--- src/rtl/neopixel_frame_streamer.sv ---
// neopixel_frame_streamer: frame sequencer in front of a WS2812 pixel writer.
// Streams a RAM of RGB pixels over valid/busy, then holds the latch gap.
//
// Ports:
//   CLK, RST_N           clock, synchronous active-low reset
//   i_wr_en/addr/rgb     host pixel RAM write {r,g,b}; addr >= NUM_PIXELS dropped
//   i_start              frame request, level-sampled in IDLE only
//   i_busy               pixel writer busy
//   o_valid, o_red/green/blue   presented pixel (colour held until next LOAD)
//   o_frame_busy         frame in progress (LOAD..LATCH)
//   o_frame_done         one-cycle pulse in the DONE state
//
// Build option: define NEOPIXEL_AUTO_REFRESH_EN to add the periodic
// refresh counter; without it frames start only on i_start.
module neopixel_frame_streamer #(
  parameter int NUM_PIXELS     = 10,
  parameter int ADDR_W         = 4,
  parameter int LATCH_CYCLES   = 1000,
  parameter int REFRESH_CYCLES = 2097152
) (
  input  logic              CLK,
  input  logic              RST_N,
  input  logic              i_wr_en,
  input  logic [ADDR_W-1:0] i_wr_addr,
  input  logic [23:0]       i_wr_rgb,
  input  logic              i_start,
  input  logic              i_busy,
  output logic              o_valid,
  output logic [7:0]        o_red,
  output logic [7:0]        o_green,
  output logic [7:0]        o_blue,
  output logic              o_frame_busy,
  output logic              o_frame_done
);

  localparam int LW =
    (LATCH_CYCLES > 1) ? $clog2(LATCH_CYCLES) : 1;
  localparam logic [LW-1:0] LAT_LAST =
    LW'(LATCH_CYCLES - 1);
  localparam logic [ADDR_W:0] PIX_END =
    (ADDR_W+1)'(NUM_PIXELS);
  localparam logic [ADDR_W:0] PIX_LAST =
    (ADDR_W+1)'(NUM_PIXELS - 1);

  typedef enum logic [2:0] {
    S_IDLE,
    S_LOAD,
    S_PRESENT,
    S_WAIT_TX,
    S_LATCH,
    S_DONE
  } state_t;

  state_t state;
  state_t state_nx;

  logic [ADDR_W-1:0] idx;
  logic [LW-1:0]     lat_cnt;
  logic [23:0]       rgb_q;
  logic              ref_hit;
  logic              frame_go;
  logic              more_pix;
  logic              idx_adv;
  logic              wr_ok;

  // Power-up contents are zero; reset deliberately leaves them alone.
  logic [23:0] mem [NUM_PIXELS] = '{default: 24'h0};

  assign wr_ok    = ({1'b0, i_wr_addr} < PIX_END);
  assign more_pix = ({1'b0, idx} < PIX_LAST);
  assign frame_go = (state == S_IDLE) && (i_start || ref_hit);
  assign idx_adv  = (state == S_WAIT_TX) && !i_busy && more_pix;

  always_ff @(posedge CLK) begin
    if (i_wr_en && wr_ok) begin
      mem[i_wr_addr] <= i_wr_rgb;
    end
  end

  // The read register doubles as the colour register: loaded only in
  // LOAD, so later RAM writes never disturb the pixel on the wire, and
  // a same-cycle write to the read address yields the old word.
  always_ff @(posedge CLK) begin
    if (!RST_N) begin
      rgb_q <= '0;
    end else if (state == S_LOAD) begin
      rgb_q <= mem[idx];
    end
  end

`ifdef NEOPIXEL_AUTO_REFRESH_EN
  localparam logic [21:0] REF_LAST =
    22'(REFRESH_CYCLES - 1);

  logic [21:0] ref_cnt;

  always_ff @(posedge CLK) begin
    if (!RST_N) begin
      ref_cnt <= '0;
    end else if (frame_go) begin
      ref_cnt <= '0;
    end else if (state == S_IDLE &&
                 ref_cnt != REF_LAST) begin
      ref_cnt <= ref_cnt + 22'd1;
    end
  end

  assign ref_hit = (state == S_IDLE) &&
                   (ref_cnt == REF_LAST);
`else
  assign ref_hit = 1'b0;
`endif

  always_ff @(posedge CLK) begin
    if (!RST_N) begin
      state <= S_IDLE;
    end else begin
      state <= state_nx;
    end
  end

  always_ff @(posedge CLK) begin
    if (!RST_N) begin
      idx <= '0;
    end else if (frame_go) begin
      idx <= '0;
    end else if (idx_adv) begin
      idx <= idx + ADDR_W'(1);
    end
  end

  always_ff @(posedge CLK) begin
    if (!RST_N) begin
      lat_cnt <= '0;
    end else if (state == S_LATCH) begin
      lat_cnt <= lat_cnt + LW'(1);
    end else begin
      lat_cnt <= '0;
    end
  end

  always_comb begin
    state_nx     = state;
    o_valid      = 1'b0;
    o_frame_busy = 1'b0;
    o_frame_done = 1'b0;
    unique case (state)
      S_IDLE: begin
        if (frame_go) state_nx = S_LOAD;
      end
      S_LOAD: begin
        o_frame_busy = 1'b1;
        state_nx     = S_PRESENT;
      end
      S_PRESENT: begin
        o_frame_busy = 1'b1;
        o_valid      = 1'b1;
        if (i_busy) state_nx = S_WAIT_TX;
      end
      S_WAIT_TX: begin
        o_frame_busy = 1'b1;
        if (!i_busy) begin
          state_nx = more_pix ? S_LOAD : S_LATCH;
        end
      end
      S_LATCH: begin
        o_frame_busy = 1'b1;
        if (lat_cnt == LAT_LAST) state_nx = S_DONE;
      end
      S_DONE: begin
        o_frame_done = 1'b1;
        state_nx     = S_IDLE;
      end
      default: state_nx = S_IDLE;
    endcase
  end

  assign o_red   = rgb_q[23:16];
  assign o_green = rgb_q[15:8];
  assign o_blue  = rgb_q[7:0];

endmodule
--- config.mk ---
export PLATFORM = sky130hd
export DESIGN_NAME = neopixel_frame_streamer
export DESIGN_NICKNAME = d
export VERILOG_FILES = /design/src/rtl/neopixel_frame_streamer.sv
export SDC_FILE = /design/constraint.sdc
export NUM_CORES = 1
export LEC_CHECK = 0
export CORE_AREA = 2 2 194 196
export CTS_CLUSTER_DIAMETER = 80
export DETAILED_ROUTE_END_ITERATION = 7
export DIE_AREA = 0 0 196 198
export PLACE_DENSITY = 0.58
export SYNTH_ARGS = -nofsm -noshare
export SYNTH_HDL_FRONTEND = slang
export SYNTH_SLANG_ARGS = --single-unit
--- constraint.sdc ---
create_clock -name CLK -period 2.85 [get_ports CLK]
set_input_delay 0.285 -clock CLK [delete_from_list [all_inputs] [get_ports CLK]]
set_output_delay 0.285 -clock CLK [all_outputs]
set_load 0.005 [all_outputs]
==> run_1/met1.png <==
Scale: 3 px per µm. Supply wires on this layer in grey.
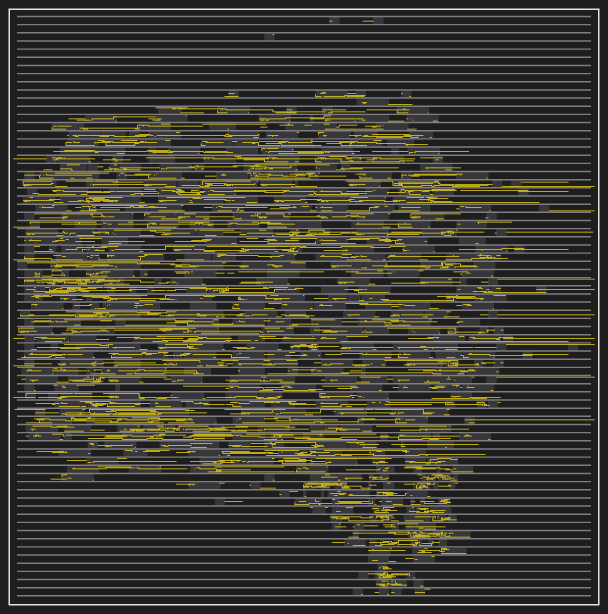
- wire length on this layer: 10,200 µm
- longest straight run: 75.9 µm

==> run_1/density.png <==
Scale: 2 px per µm. The die is cut into 20 by 20 equal tiles; dark blue is low, red is high, 0 to 100% covered.
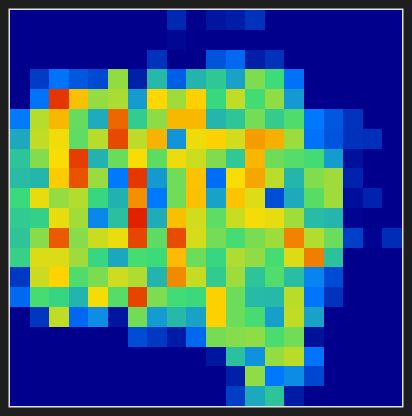
- mean over tiles: 32%
- fullest tile: 96%
- emptiest ninth of the die: north-east
- tiles over 75% full: 9.0%
- nearly empty tiles: 36%

==> run notes, run 1 <==
Results of the flow run.

Per the detail_route report, routed wire per instance is 19.7 µm. The routing usage on met2 stands at 0.183. Per the synthesis report, the AND-OR/OR-AND share of the synthesized area is 0.0490.

The share of power burned in the clock network stands at 0.452. The transition time at the pin with the least slew margin stands at 498 ps. The flow measured a signed area growth from synthesis to layout of 22.5%. The number of levels in the clock H-tree stands at 1.

The layer flagged by global routing as most heavily used is met2. The number of clock sinks stands at 281. The part of the power in combinational logic stands at 0.036. Signal nets in the final route climb as high as met4. The number of antenna diodes in the final layout is 0. The chip area line in the Yosys stat output reads 10,500 µm².

The worst setup path is launched from a flop. Counting both buffers and inverters, the worst setup path holds a total of 1. For met1 alone, demand over resource in global routing was 0.159. Per the OpenROAD floorplan log, the height of the die is 198 µm. In the setup report, the worst path falls into the class reg -> out. The stage-log warning count stands at 27. TritonCTS built the clock tree. The floorplan has 71 rows. The number of iterations in the first detailed-routing pass stands at 4. The total of cells resized after clock tree synthesis stands at 0.

Setup repair after global routing left no endpoint under its margin. Looking at the reg2reg group, the worst path starts from idx[0]$_SDFFE_PP0P_. The area fraction of the largest cell type after synthesis is 0.686. The script parses the final routing iteration and logs DRC violations as 0. The launch point of the worst min-delay path is recorded as lat_cnt[0]$_SDFF_PN0_. Per the synthesis report, the simple-gate share of the synthesized area is 0.0323. The via count of the first global-routing pass came to 5,440. Counting the fill cells in the layout gives 3,469. The power in combinational cells stands at 321 µW. For this design, Yosys synthesis ends with a cell count of 518. In the hold report, the worst path ends at lat_cnt[0]$_SDFF_PN0_. After synthesis, the share of cell area in mux cells is 0.130. In the power breakdown, the biggest contributor is registers. The combined flip-flop and latch cell area stands at 8030 µm². The number of antenna violations at the first check in global routing stands at 0. Per the OpenROAD floorplan log, the area of the core is 37,000 µm². Of the total synthesized cell area, the portion taken by full adders, half adders and majority gates is 0.00357. Walking the worst path, the cells encountered are nor2_1, xnor2_1, clkdlybuf4s50_1. The endpoint arrival time on the critical path stands at 1960 ps. Detailed placement ended at an HPWL of 12.8 mm. Of all flip-flops after synthesis, the portion carrying an async set or reset was 0. The number of port buffers stands at 59. Before CTS, the worst setup slack after placement is 708 ps.

The smallest setup slack after layout stands at 600 ps. The largest net degree at the start of global routing stands at 31. STA classifies the critical path endpoint as an output pin. Endpoints with negative setup slack in the final report add up to 0.

edfxtp_1 is the most common cell in the netlist. From left edge to right edge, the die measures 196 µm. In the floorplan report the effective utilization is 0.284. The run finished with clean final reports. At the worst endpoint, the required time is 2570 ps. On the worst path, the slowest cell contributes a delay of 510 ps. In this run the worst hold path is classified as reg -> reg. The max-slew violation count stands at 0. The maximum fanout encountered on the critical timing path stands at 8.

Total global-route track usage over all layers is 0.114. Max-cap violations in this run came to 0. Sorting the synthesized cells by how often they occur yields 240 x edfxtp_1, 47 x mux4_2, 41 x dfxtp_1, 25 x mux2i_1. The slowest stage of the critical path belongs to the cell clkdlybuf4s50_1. Per the timing report, the achievable frequency comes out to 0.445 GHz.

The final hold violation count recorded for this run is 0. The later-pin clock latency in the skew report stands at 540 ps. The final-stage net count stands at 644.

Counting instances, the worst hold path has a depth of 1. OpenSTA lists the critical path startpoint as state[0]$_SDFFE_PN0P_. Post-CTS timing repair inserted 0 buffers for setup. For this design the total switching power over the nets is 1760 µW. Once synthesis finished, the tally of register bits stood at 281. The number of cells on the worst reg-to-reg path is 3. Once layout is complete, the cells apart from fillers number 1,104. The I/O pin total stands at 60. After layout, the setup clock skew is reported as 18.7 ps. The first global-routing pass estimated 33.3 mm of wire.

The sequential share of power stands at 0.512. After synthesis, the netlist uses 41 different library cells. For this run, the register share of the synthesized area comes to 0.764. The clock network consumes a total of 4050 µW. Power attributed to sequential cells is 4600 µW.

The number of instances in the synthesized netlist stands at 518. The sum of met3 wire segment lengths after detailed routing stands at 877 µm. The mapped cell area stands at 10,500 µm².

The number of enable-type register cells in the synthesized netlist stands at 240. The maximum count of clock buffers along a single path stands at 3. The power report puts the leakage power at 0.00390 µW.

The total negative slack for setup checks stands at 0 ps. Detailed routing placed a total of 10.2 mm of wire on met2. Per the synthesis report, the XOR/XNOR share of the synthesized area is 0.00750.

Among cell families on the critical path, the largest total delay comes from buffers and inverters. The ratio of cells with drive above 1 in the final layout stands at 0.217. The slew check shows that the tightest pin keeps a relative margin of 0.663.

The main area contributors are edfxtp_1 69%, mux4_2 10%, dfxtp_1 7.8%, mux2i_1 2.4%, a221o_1 2.2%. The clock period minus final worst setup slack stands at 2250 ps. The internal power component stands at 7210 µW. The TritonCTS buffer count stands at 29.

Per the log, the first TritonRoute iteration ended with a DRC count of 313. The worst register-to-register path ends at rgb_q[6]$_SDFFE_PN0P_.
==> run_1/port_nets.png <==
Scale: 2 px per µm.
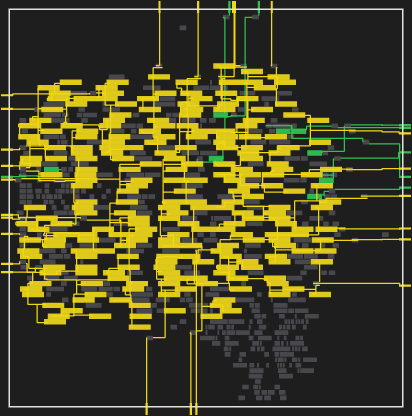
- green: `o_blue` (bits 8; direction output; edge 5 east, 2 north, 1 west; end cells 8; buffers 8; wire 473 µm)
- yellow: `i_wr_rgb` (bits 24; direction input; edge 10 west, 6 east, 5 north, 3 south; end cells 240; buffers 24; wire 3,150 µm)

[run 1: stage by stage]
step	power (µW)	hold WS (ps)	instance area, µm²	util
2_1_floorplan	4800	384	10500	-
3_3_place_gp	5000	440	11800	0.320
3_5_place_dp	5010	454	11800	0.320
4_1_cts	9060	468	12900	0.348
5_1_grt	9250	490	12900	0.348
6_report	8970	465	12900	0.348
[run 1: how the worst max path moves through the flow]
| stage | slack, ps | cells past startpoint | end |
|---|---|---|---|
| final | 600 | 3 | o_frame_busy |
| after global placement | 740 | 4 | mem[0][8]$_DFFE_PP_ |
| after CTS | 580 | 3 | o_frame_busy |
| after detailed placement | 710 | 4 | mem[1][7]$_DFFE_PP_ |
| after global routing | 460 | 3 | o_frame_busy |
| after floorplan | 20 | 2 | mem[0][0]$_DFFE_PP_ |
[run 1: state kept, by name, indices dropped and copies added (netlist names)]
register	count
mem	240
lat_cnt	10
rgb_q	24
state	3
idx	4
[run 1: worst reg2reg max path, delay by kind of cell (launching register included)]
family | cells | cell delay, ps
mux | 1 | 550
compound gates | 1 | 360
flops | 1 | 620
buf+inv | 1 | 280
[run 1: layout by cell type, fill, tap and decap left out, types with 7 or more instances in the layout]
master / netlist / routed
edfxtp_1: 240 / 240
clkdlybuf4s50_1: 0 / 59
mux4_2: 47 / 47
dfxtp_1: 41 / 39
clkbuf_16: 0 / 29
mux2i_1: 25 / 25
o2bb2ai_1: 23 / 23
a221o_1: 23 / 23
buf_4: 0 / 21
nor2_1: 21 / 14
nand2_1: 7 / 7
nor2_2: 0 / 7
clkinvlp_4: 0 / 7
bufinv_16: 0 / 7
[run 1: final cells by class]
type	count	area share
sequential	281	0.624
multi-input combinational	208	0.185
timing repair buffer	83	0.0628
clock buffer	29	0.0564
tap	474	0.0461
clock inverter	24	0.0245
inverter	5	0.00146
==> run_1/final_placement.png <==
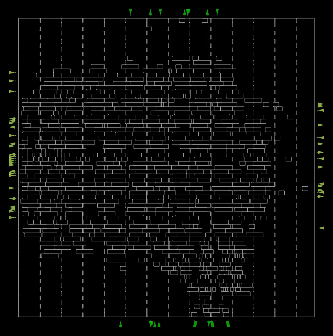

==> inputs of run 2 (changes only) <==
==> constraint.sdc (replaced) <==
create_clock -name CLK -period 1.9 [get_ports CLK]
set_input_delay 0.19 -clock CLK [delete_from_list [all_inputs] [get_ports CLK]]
set_output_delay 0.19 -clock CLK [all_outputs]
set_load 0.005 [all_outputs]
==> run_2/final_placement.png <==
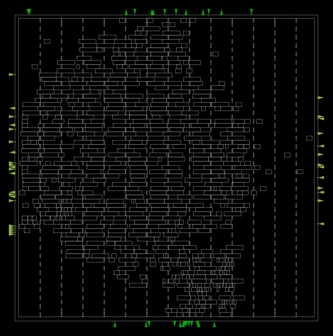
final cell utilization of the core: 0.354
proportion of cell area occupied by registers: 0.615
Placeable Area: 37,000 µm²

==> run 2 against run 1 <==
  * Sequential share of layout area fell by 0.94 points
  * Clock skew rose by 6.4 ps
  * Die size did not move
  * Non-clock buffer count rose by 8
  * Largest cell class unchanged
  * Highest routed layer unchanged
==> run notes, run 2 <==
Results of the flow run.

Summed over all nets, the half-perimeter wirelength after detailed placement is 13.4 mm. The critical path endpoint has a required time of 1710 ps. For this block, the initial DRC count from the detailed router was 274. For this run, the slowest stage of the critical path takes 520 ps. Summed over all routing layers, the global router reports a total usage of 0.109. Sorting the synthesis cell report by count puts at the top edfxtp_1.

The count of final hold-check violations stands at 0. The maximum clock skew at final layout stands at 25.2 ps. The critical path is of the reg -> out type. The number of instances in the synthesized netlist stands at 518.

The largest registers in the layout are mem: 240 flops, rgb_q: 24 flops, lat_cnt: 10 flops. The worst hold path terminates at state[1]$_SDFFE_PN0P_. The number of antenna violations at the first check in global routing stands at 0. The width of the chip stands at 196 µm.

OpenROAD emitted warnings numbering 28. Compared with the post-synthesis result, the final layout area differs by 24.5%. The depth of the worst register-to-register path stands at 4. The TritonCTS buffer count stands at 28.

Following the worst setup path forward leads to its endpoint at o_frame_busy. The repair_antennas step left the layout with diodes totalling 0. Of the post-synthesis cell area, the dominant cell type holds 0.686. For this run, the top clock speed supported by timing is 0.544 GHz. For the worst setup path, the data arrival time is 1650 ps. For the final routed database, the setup TNS stands at 0 ps. The number of clock sinks stands at 281. The signal on the critical path passes through nor2_4, xnor2_1, clkdlybuf4s50_1.

Per the timing report, the biggest fanout along the worst path comes to 9. The first global-routing pass estimated 32.8 mm of wire. The synthesized netlist net count stands at 554.

The transition time at the pin with the least slew margin stands at 428 ps. The worst path in the final design needs a cycle of 1840 ps, including I/O delays and setup. The worst slew margin relative to its limit stands at 0.713. For reference, the top cells by count after synthesis are 240 x edfxtp_1, 47 x mux4_2, 41 x dfxtp_1, 25 x mux2i_1. The worst slack on hold paths stands at 421 ps. The I/O pin total stands at 60. According to the finish report, the design has a final net count of 651. Per the OpenROAD floorplan log, the height of the die is 198 µm. After detailed routing, the average wire length per cell comes to 18.7 µm. The worst setup path is captured at an output pin.

The final timing report counts setup violations totalling 0. For this configuration, the core starts out at a cell density of 0.284. Before any placement, the netlist area is recorded as 10,500 µm². The non-filler instance count after layout stands at 1,111. The number of levels in the clock H-tree stands at 1. Yosys attributes the largest share of cell area to edfxtp_1 69%, mux4_2 10%, dfxtp_1 7.8%, mux2i_1 2.4%, a221o_1 2.2%. STA lists the startpoint of the worst hold path as i_busy. Per STA, the startpoint of the critical path is state[1]$_SDFFE_PN0P_. The static leakage power stands at 0.00401 µW. Leaving out fill and tap cells, the most frequent cell in the layout is edfxtp_1.

TritonCTS built the clock tree. The register with the most flip-flops in the final layout is mem. The share of the yosys chip area belonging to registers stands at 0.764. Max-slew check failures listed in the final report amount to 0. Counting flops with an async set or reset pin after synthesis yields a share of 0. The ratio of cells with drive above 1 in the final layout stands at 0.234. The critical path's slowest stage uses the library cell clkdlybuf4s50_1.

The run finished with clean final reports. The number of enable-type register cells in the synthesized netlist stands at 240. The fill cell total of the finished layout stands at 3,463. The number of iterations in the first detailed-routing pass stands at 4. The worst setup path is launched from a flop. The via count stands at 5,122. The later-pin clock latency in the skew report stands at 540 ps. Per the placement log, port buffering inserted 59 buffers.

The yosys synthesis chip area stands at 10,500 µm². The report lists the number of standard-cell rows as 71. The worst hold path belongs to the class in -> reg.

The startpoint identified for the worst register-to-register timing path is idx[1]$_SDFFE_PP0P_. For this design, Yosys synthesis ends with a cell count of 518. Per the post-place timing report, worst setup slack is -5.08 ps. The clock passes through at most 3 buffers. Hold analysis shows the worst path with a depth of 3.

The largest net degree at the start of global routing stands at 34. The max-capacitance violation count stands at 0. The synthesized flop and latch total stands at 281. The capture point of the worst register-to-register path is recorded as rgb_q[11]$_SDFFE_PN0P_. The flip-flop count of the largest register after layout stands at 240. Per the cell usage report, the commonest logic cells after layout are 240 x edfxtp_1, 59 x clkdlybuf4s50_1, 47 x mux4_2, 36 x dfxtp_1, 28 x clkbuf_16.

In the post-route analysis, the smallest setup slack over all paths is 63.3 ps. The via count of the first global-routing pass is 5,524.
==> run_2/port_nets.png <==
Scale: 2 px per µm.
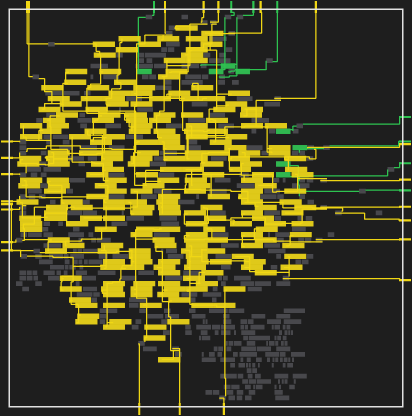
- green: `o_blue` (bits 8; direction output; edge 4 north, 4 east; end cells 8; buffers 8; wire 421 µm)
- yellow: `i_wr_rgb` (bits 24; direction input; edge 8 west, 7 north, 6 east, 3 south; end cells 240; buffers 24; wire 3,390 µm)

## run 2: cell counts after synthesis
Identical to the previous run, type by type.
## run 2: power by group
part,total [µW],switching (µW),internal (µW)
combinational,516,254,262
clock,5980,2230,3740
sequential,6890,58.3,6830
## run 2: repair_timing
action                                  CTS  global route
pin swaps                                 1             0
buffers inserted                          1             0
resized                                   6             1
endpoints found under the setup margin    3             2
## run 2: critical path: cells and delay by family, from the launching register on
family / cells / cell delay [ps]
buf+inv: 1 / 520
flops: 1 / 380
simple gates: 1 / 120
xor+xnor: 1 / 110
## run 2: per-stage QoR
stage	cell area [µm²]	power (µW)	util
2_1_floorplan	10500	7200	-
3_3_place_gp	12000	7530	0.325
3_5_place_dp	12000	7540	0.325
4_1_cts	13100	13600	0.354
5_1_grt	13100	13800	0.354
6_report	13100	13400	0.354
## run 2: cell type report
cell class | instances | area, µm² | area share
clock inverter | 11 | 198 | 0.0151
sequential | 281 | 8040 | 0.615
inverter | 5 | 18.8 | 0.00144
multi-input combinational | 208 | 2410 | 0.184
clock buffer | 41 | 840 | 0.0642
tap | 474 | 593 | 0.0454
timing repair buffer | 91 | 981 | 0.0750
## run 2: logic make-up after synthesis
family | Yosys count | share of synthesized area
flip-flops | 281 | 0.764
multiplexers | 74 | 0.130
AND/OR/NAND/NOR | 63 | 0.0323
AND-OR/OR-AND | 59 | 0.0490
buffers and inverters | 29 | 0.0138
XOR/XNOR | 9 | 0.00750
adder cells (fa/ha/maj) | 3 | 0.00357
## run 2: layer usage
layer  track usage  part of all wire  up-vias
met4        0.0278             0.015        0
met1         0.145              0.46     2660
met2         0.187              0.48       94
met3        0.0179             0.036       22
li1              -                 -     2346
met5             0                 0        -
Power and IR drop assume default switching activity.
